==> images/m2.png <==
The bar under the picture is 100 um long.
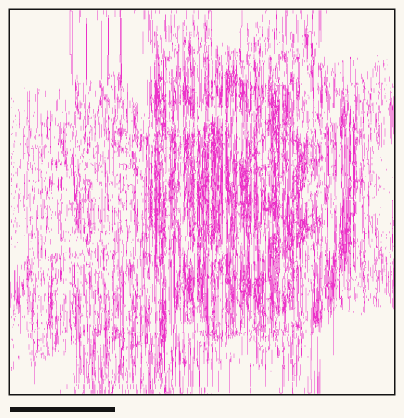
==> images/floorplan.png <==
The bar under the picture is 100 um long. Pins as bars on the die edge.
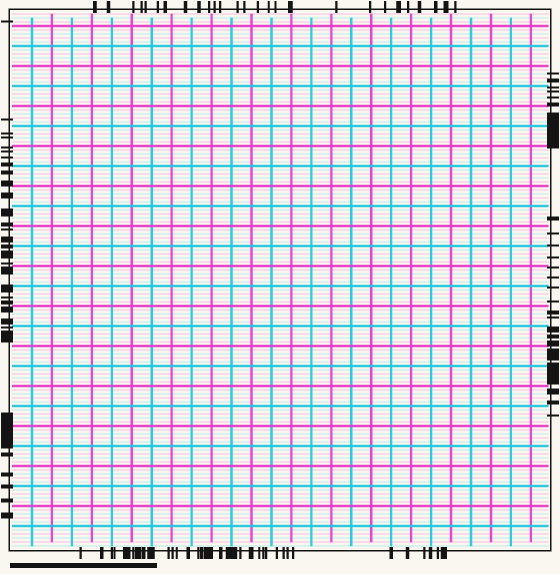
==> images/m3.png <==
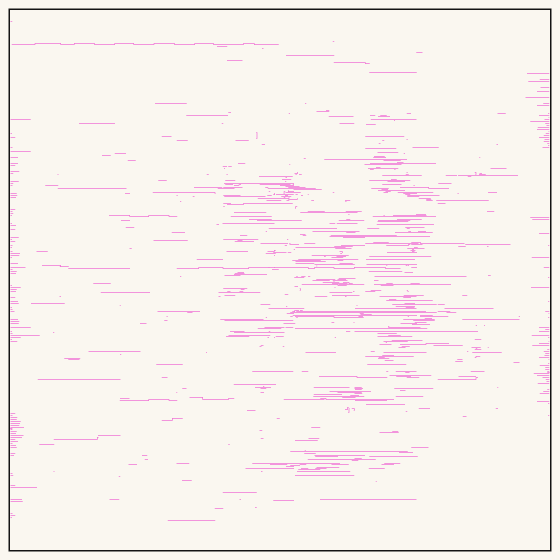
==> images/clock_nets.png <==
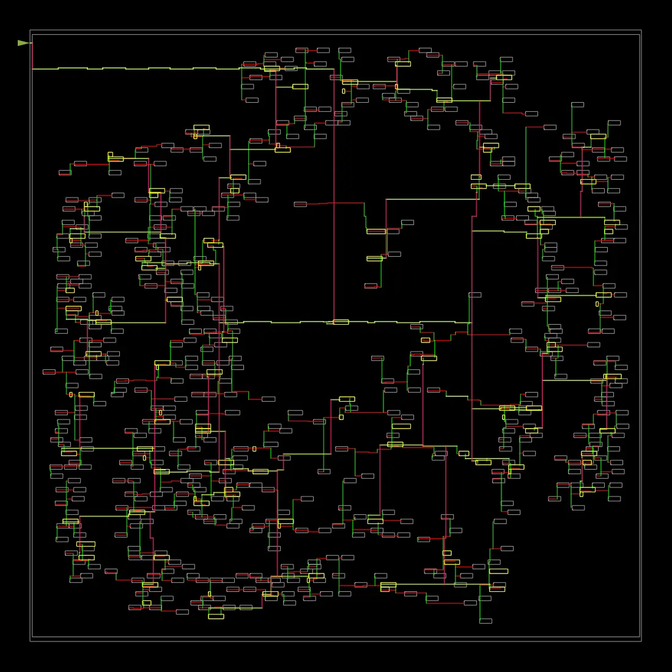
$ cat config.mk
export PLATFORM = sky130hd
export DESIGN_NAME = signed_mult_ctrl_flat
export DESIGN_NICKNAME = d
export VERILOG_FILES = /design/src/rtl/mult_pkg.sv /design/src/rtl/signed_mult_ctrl_if.sv /design/src/rtl/abs_value.sv /design/src/rtl/signed_mult_ctrl.sv /design/src/flat_wrapper.sv
export SDC_FILE = /design/constraint.sdc
export NUM_CORES = 2
export LEC_CHECK = 0
export CORE_UTILIZATION = 28
export CTS_CLUSTER_SIZE = 16
export DETAILED_ROUTE_END_ITERATION = 16
export GPL_ROUTABILITY_DRIVEN = 0
export GPL_TIMING_DRIVEN = 1
export PLACE_DENSITY_LB_ADDON = 0.12
export SYNTH_ARGS = -nofsm -noshare
export SYNTH_HDL_FRONTEND = slang
export SYNTH_SLANG_ARGS = --single-unit
$ cat constraint.sdc
create_clock -name clk -period 10.8 [get_ports clk]
set_input_delay 1.08 -clock clk [delete_from_list [all_inputs] [get_ports clk]]
set_output_delay 1.08 -clock clk [all_outputs]
set_load 0.05 [all_outputs]
$ cat src/rtl/mult_pkg.sv
// Shared definitions for the sequential signed multiplier.
//   state_t : controller state encoding (3 bits)
//   clog2   : width helper for the iteration counter
package mult_pkg;

  typedef enum logic [2:0] {
    IDLE = 3'd0,
    PREP = 3'd1,
    RUN  = 3'd2,
    FIX  = 3'd3,
    DONE = 3'd4
  } state_t;

  // Minimum bit count able to index 0..n-1; never less than 1.
  function automatic int clog2(input int n);
    int w;
    w = 1;
    for (int i = 1; i < 31; i++) begin
      if ((1 << i) < n) w = i + 1;
    end
    return w;
  endfunction

endpackage

$ cat src/rtl/signed_mult_ctrl_if.sv
// Handshake and data bundle for signed_mult_ctrl.
//   master : start, a, b driven; busy, done, product, product_signal,
//            state_dbg observed
//   slave  : the multiplier side
// Handshake: start is sampled only while the controller is idle; it is
// ignored otherwise and never queued. busy is high from the cycle after
// acceptance until the cycle before done; done is a one-cycle pulse, and
// product/product_signal hold until the next accepted start.
interface signed_mult_ctrl_if #(
  parameter int N = 64
);
  logic                start;
  logic [N-1:0]        a;
  logic [N-1:0]        b;
  logic                busy;
  logic                done;
  logic [2*N-1:0]      product;
  logic                product_signal;
  mult_pkg::state_t    state_dbg;

  modport master (
    output start, a, b,
    input  busy, done, product, product_signal, state_dbg
  );

  modport slave (
    input  start, a, b,
    output busy, done, product, product_signal, state_dbg
  );
endinterface

$ cat src/rtl/abs_value.sv
// Combinational two's-complement magnitude/sign split.
//   value     : signed N-bit input
//   magnitude : |value| as N-bit unsigned (-2^(N-1) maps to 2^(N-1))
//   sign      : MSB of value
module abs_value #(
  parameter int N = 64
) (
  input  logic [N-1:0] value,
  output logic [N-1:0] magnitude,
  output logic         sign
);
  assign sign      = value[N-1];
  assign magnitude = sign ? (~value + N'(1)) : value;
endmodule

$ cat src/rtl/signed_mult_ctrl.sv
// Sequential signed multiplier: magnitude shift-add over N RUN cycles,
// then the result sign is applied in FIX.
//   clk   : rising-edge clock
//   rst_n : synchronous active-low reset
//   bus   : signed_mult_ctrl_if slave (start/a/b in; busy/done/product/
//           product_signal/state_dbg out)
module signed_mult_ctrl
  import mult_pkg::*;
#(
  parameter int N = 64
) (
  input  logic                  clk,
  input  logic                  rst_n,
  signed_mult_ctrl_if.slave     bus
);
  localparam int CW = clog2(N);
  localparam int PW = 2 * N;
  localparam logic [CW-1:0] CNT_LAST = CW'(N - 1);

  state_t         state, state_nxt;
  logic [N-1:0]   a_q, b_q;
  logic [N-1:0]   mag_a, mag_b;
  logic [N-1:0]   abs_a, abs_b;
  logic           sign_a, sign_b;
  logic           res_sign;
  logic [PW-1:0]  acc;
  logic [PW-1:0]  fixed;
  logic [CW-1:0]  cnt;
  logic [PW-1:0]  product_q;
  logic           product_signal_q;
  logic           busy_c, done_c;

  abs_value #(.N(N)) u_abs_a (.value(a_q), .magnitude(abs_a), .sign(sign_a));
  abs_value #(.N(N)) u_abs_b (.value(b_q), .magnitude(abs_b), .sign(sign_b));

  // Negating a zero accumulator yields zero, so no negative zero appears.
  assign fixed = res_sign ? (~acc + PW'(1)) : acc;

  always_ff @(posedge clk) begin
    if (!rst_n) state <= IDLE;
    else        state <= state_nxt;
  end

  always_comb begin
    state_nxt = state;
    busy_c    = 1'b0;
    done_c    = 1'b0;
    case (state)
      IDLE: if (bus.start) state_nxt = PREP;
      PREP: begin
        busy_c    = 1'b1;
        state_nxt = RUN;
      end
      RUN: begin
        busy_c = 1'b1;
        if (cnt == CNT_LAST) state_nxt = FIX;
      end
      FIX: begin
        busy_c    = 1'b1;
        state_nxt = DONE;
      end
      DONE: begin
        done_c    = 1'b1;
        state_nxt = IDLE;
      end
      default: state_nxt = IDLE;
    endcase
  end

  always_ff @(posedge clk) begin
    if (!rst_n) begin
      a_q              <= '0;
      b_q              <= '0;
      mag_a            <= '0;
      mag_b            <= '0;
      res_sign         <= 1'b0;
      acc              <= '0;
      cnt              <= '0;
      product_q        <= '0;
      product_signal_q <= 1'b0;
    end else begin
      case (state)
        IDLE: begin
          if (bus.start) begin
            a_q <= bus.a;
            b_q <= bus.b;
          end
        end
        PREP: begin
          mag_a    <= abs_a;
          mag_b    <= abs_b;
          res_sign <= sign_a ^ sign_b;
          acc      <= '0;
          cnt      <= '0;
        end
        RUN: begin
          // Partial product for bit cnt of |b|; the 2N-bit sum cannot overflow.
          if (mag_b[cnt]) acc <= acc + ({{N{1'b0}}, mag_a} << cnt);
          cnt <= cnt + CW'(1);
        end
        FIX: begin
          product_q        <= fixed;
          product_signal_q <= fixed[PW-1];
        end
        default: ;
      endcase
    end
  end

  assign bus.busy           = busy_c;
  assign bus.done           = done_c;
  assign bus.product        = product_q;
  assign bus.product_signal = product_signal_q;
  assign bus.state_dbg      = state;
endmodule

$ cat src/flat_wrapper.sv
// flat-port wrapper written by rule: the top's interface ports become plain ports
module signed_mult_ctrl_flat import mult_pkg::*;
#(
  parameter int N = 64
)
  (clk, rst_n, bus_start, bus_a, bus_b, bus_busy, bus_done, bus_product, bus_product_signal, bus_state_dbg);
  signed_mult_ctrl_if #(.N(N)) bus_i ();
  input  logic clk;
  input  logic rst_n;
  input wire logic [$bits(bus_i.start)-1:0] bus_start;
  input wire logic [$bits(bus_i.a)-1:0] bus_a;
  input wire logic [$bits(bus_i.b)-1:0] bus_b;
  output wire logic [$bits(bus_i.busy)-1:0] bus_busy;
  output wire logic [$bits(bus_i.done)-1:0] bus_done;
  output wire logic [$bits(bus_i.product)-1:0] bus_product;
  output wire logic [$bits(bus_i.product_signal)-1:0] bus_product_signal;
  output wire logic [$bits(bus_i.state_dbg)-1:0] bus_state_dbg;
  assign bus_i.start = bus_start;
  assign bus_i.a = bus_a;
  assign bus_i.b = bus_b;
  assign bus_busy = bus_i.busy;
  assign bus_done = bus_i.done;
  assign bus_product = bus_i.product;
  assign bus_product_signal = bus_i.product_signal;
  assign bus_state_dbg = bus_i.state_dbg;
  signed_mult_ctrl #(.N(N)) u_core (.clk(clk), .rst_n(rst_n), .bus(bus_i));
endmodule
==> impl_metrics.tcl <==
# flow metrics
set metrics [dict create \
    status "completed" \
    dr_total_vias 36000 \
    ys_cells 4837 \
    ys_sh_mux 0.0722 \
    gr-usage-met3 0.0268 \
    crit_cells 21 \
    final_max_slew_viol_count 0 \
    die_w_um 367 \
    synth_area_per_cell_sq_um 7.72 \
    top_area_frac 0.280 \
    topCellsByArea "dfxtp_1 28%, nand2_1 10%, xor2_1 6.3%" \
    warnings 32 \
    pin_count 265 \
    dieArea_sq_um 135000 \
    ys_sh_adder 0.0444 \
    grt_pass1_vias 34700 \
    highest_layer "met4" \
    hold_path.class "flip-flop to flip-flop" \
    slowest_stage "dfxtp_4" \
    antenna_found_initial 2 \
    yosys.stat.seqShare 0.280 \
    post_cts_resized 0 \
    maxSlewHeadroom 0.207 \
    worst-endpoint-required_ns 11.39 \
    slowest_delay_ns 0.92 \
    logic_area_sq_um 25500 \
    grt_use_total 0.208 \
    path_cells "buf_4, mux4_2, mux2i_1, nand2_1, nand2_1, mux2i_1, nor2_1, a21oi_1, ha_1, nand4_1, or3_1, or2_2, nor2_1, nand4_1, o31ai_1, buf_4, a2111oi_0, nor3_1, a21oi_1, o41ai_1, mux2i_1" \
    coreArea_sq_um 132000 \
    drc 0 \
    worstPathArrival_ns 8.23 \
    seq_power_share 0.393 \
    regArea_sq_um 10500 \
    total_leakage_power_nw 18.2 \
    layout-drive-gt1-share 0.0582 \
    ctsRootBufferMaster "clkbuf_16" \
    drv_cap 0 \
    yosys_most_used_dff "dfxtp_1" \
    min_period_ns 7.65 \
    n_antenna_cell 0 \
    grt_overflow_total 0 \
    timing.rr.end "u_core.acc[127]" \
    syn_inst 4837 \
    worst_setup_path_start_kind "flip-flop" \
    p_comb_frac 0.170 \
    critPathLaunch "u_core.cnt[0]" \
    flow.area_growth_from_synthesis_pct 16.7 \
    first_pass_iters 6 \
    route.met2.wl_um 62900 \
    async_reset_ff_frac 0 \
    worst-path-buf-inv 2 \
    lay_top_cells "1005 x nand2_1, 513 x dfxtp_1, 354 x o21ai_0" \
    synth_flops 522 \
    met3_length_um 7760 \
    grt_first_pass_wirelength_um 220000 \
    wl_met1_um 69700 \
    fmax_mhz 131 \
    setup_viol 0 \
    synth-xor-area-share 0.0861 \
    floorplan.nets 5100 \
    busiest_layer "met2" \
    synth_area_sq_um 37300 \
    finalNetCount 5134 \
    postRouteAntennaNets 0 \
    holdPathEnd "u_core.mag_b[58]" \
    hold_violations 0 \
    r2r-start "u_core.cnt[0]" \
    postLayoutCoreUtil 0.330 \
    powerDensity_nw_per_um2 125 \
    min_from "u_core.mag_b[58]" \
    crit_end "u_core.acc[127]" \
    clk_path_buf_depth 3 \
    die_y_um 367 \
    fillers 14200 \
    cts-hold-fix-buffers 0 \
    rsz0062_at_grt "no" \
    path_clk_slew_ns 0.06 \
    synth_top_cell_by_area "dfxtp_1" \
    simple_gate_area_frac 0.222 \
    port_buffers 264 \
    htreeDepth 3 \
    drt-vias-per-instance 5.40 \
    setup-tns-final_ns 0 \
    worst_pin_slew_ns 1.16 \
    first_iter_violations 2919 \
    ys_warn_count 0 \
    cp_max_fo 53 \
    rows 133 \
    reg2regPathDepth 21 \
    synth_cell_types 81 \
    timing.critical_path.mode_cell "mux2i_1" \
    compound_area_frac 0.256 \
    tritoncts "yes" \
    worstSetupEndpointType "flip-flop" \
    ir_drop_uv 96.6 \
    switchingPower_mw 1.63 \
    grt_max_degree 214 \
    topCombFamilyByArea "AND-OR/OR-AND gates" \
    min_period_over_period 0.708 \
    dp_hpwl_um 112000 \
    grt_util_met1 0.296 \
    switching_share 0.301 \
    pwr-share-clk 0.437 \
    yosysChipArea_sq_um 37300 \
    wl_per_cell_um 21.8 \
    edf_count 0 \
    mostFrequentLayoutCell "nand2_1" \
    post_cts_buffers 0 \
    critical_path_class "flip-flop to flip-flop" \
    fp_util 0.283 \
    worstSkewPairLatency_ns 0.67 \
    hold_depth 2 \
    r2r_setup_slack_ns 3.15 \
    p_int_mw 3.79 \
    cpLargestDelayFamily "simple AND/OR/NAND/NOR gates" \
]
Back to the opening pictures, m2.png:
wire length on this layer	62.9 mm
share of all routed wire	43%
nets with wire on the layer	4167
longest straight run	126 um
met2 Use GR: 0.320
final wirelength: 145000 um

Back to the opening pictures, floorplan.png:
net	color
VSS	cyan
VDD	magenta
met4 straps	26
met5 straps	26
rows	133

Back to the opening pictures, m3.png:
nets with wire on the layer	509
wire length on this layer	7760 um
main direction	horizontal

Back to the opening pictures, clock_nets.png:
clk sinks: 522
registers: 522
CTS Buf Count: 71
Layout Skew: 0.0459 ns

==> power groups by stage <==
stage / Sequential, mW / Combinational (mW) / Clock [mW]
5_1_grt: 2.15 / 1.00 / 2.53
3_5_place_dp: 2.17 / 0.924 / 0
6_report: 2.13 / 0.921 / 2.37
3_3_place_gp: 2.17 / 0.923 / 0
2_1_floorplan: 2.17 / 0.590 / 0
4_1_cts: 2.13 / 0.927 / 2.46
==> Yosys cell counts (all sizes together) (10+ instances only) <==
library cell / n
o211a: 189
a21oi: 280
o22a: 11
nand2b: 28
nor3: 65
o41ai: 42
xnor2: 98
nor4: 29
mux4: 69
a31o: 11
nor2b: 53
o211ai: 11
a21o: 70
o31ai: 77
nor2: 273
clkbuf: 294
o21ai: 355
o21a: 17
or4: 37
or2: 21
and2: 55
nand4: 67
o22ai: 19
inv: 48
and4: 10
and3: 22
nand3: 89
a221oi: 11
a31oi: 40
buf: 45
xor2: 269
nand2: 1006
dfxtp: 522
ha: 131
o21bai: 36
a22oi: 28
mux2i: 104
a21boi: 166
or3: 55
==> through the flow <==
step           worst slack [ns]  cell area, sq um  total power, mW  hold WS (ns)  instances
6_report                   3.15             43600             5.43         0.459       6672
5_1_grt                    2.72             43600             5.68         0.473       6672
4_1_cts                    3.21             43600             5.52         0.459       6672
3_5_place_dp               3.23             41300             3.10         0.446       6553
3_3_place_gp               3.27             41300             3.10         0.434       6553
2_1_floorplan              4.18             37300             2.76         0.420       4837
==> cell type report <==
class,count,share of cell area
sequential,522,0.240
multi-input combinational,3927,0.584
inverter,49,0.00422
tap,1755,0.0504
clock inverter,16,0.00568
clock buffer,103,0.0475
timing repair buffer,300,0.0675
Power figures rest on the tool's default switching activity, not on a simulated workload.
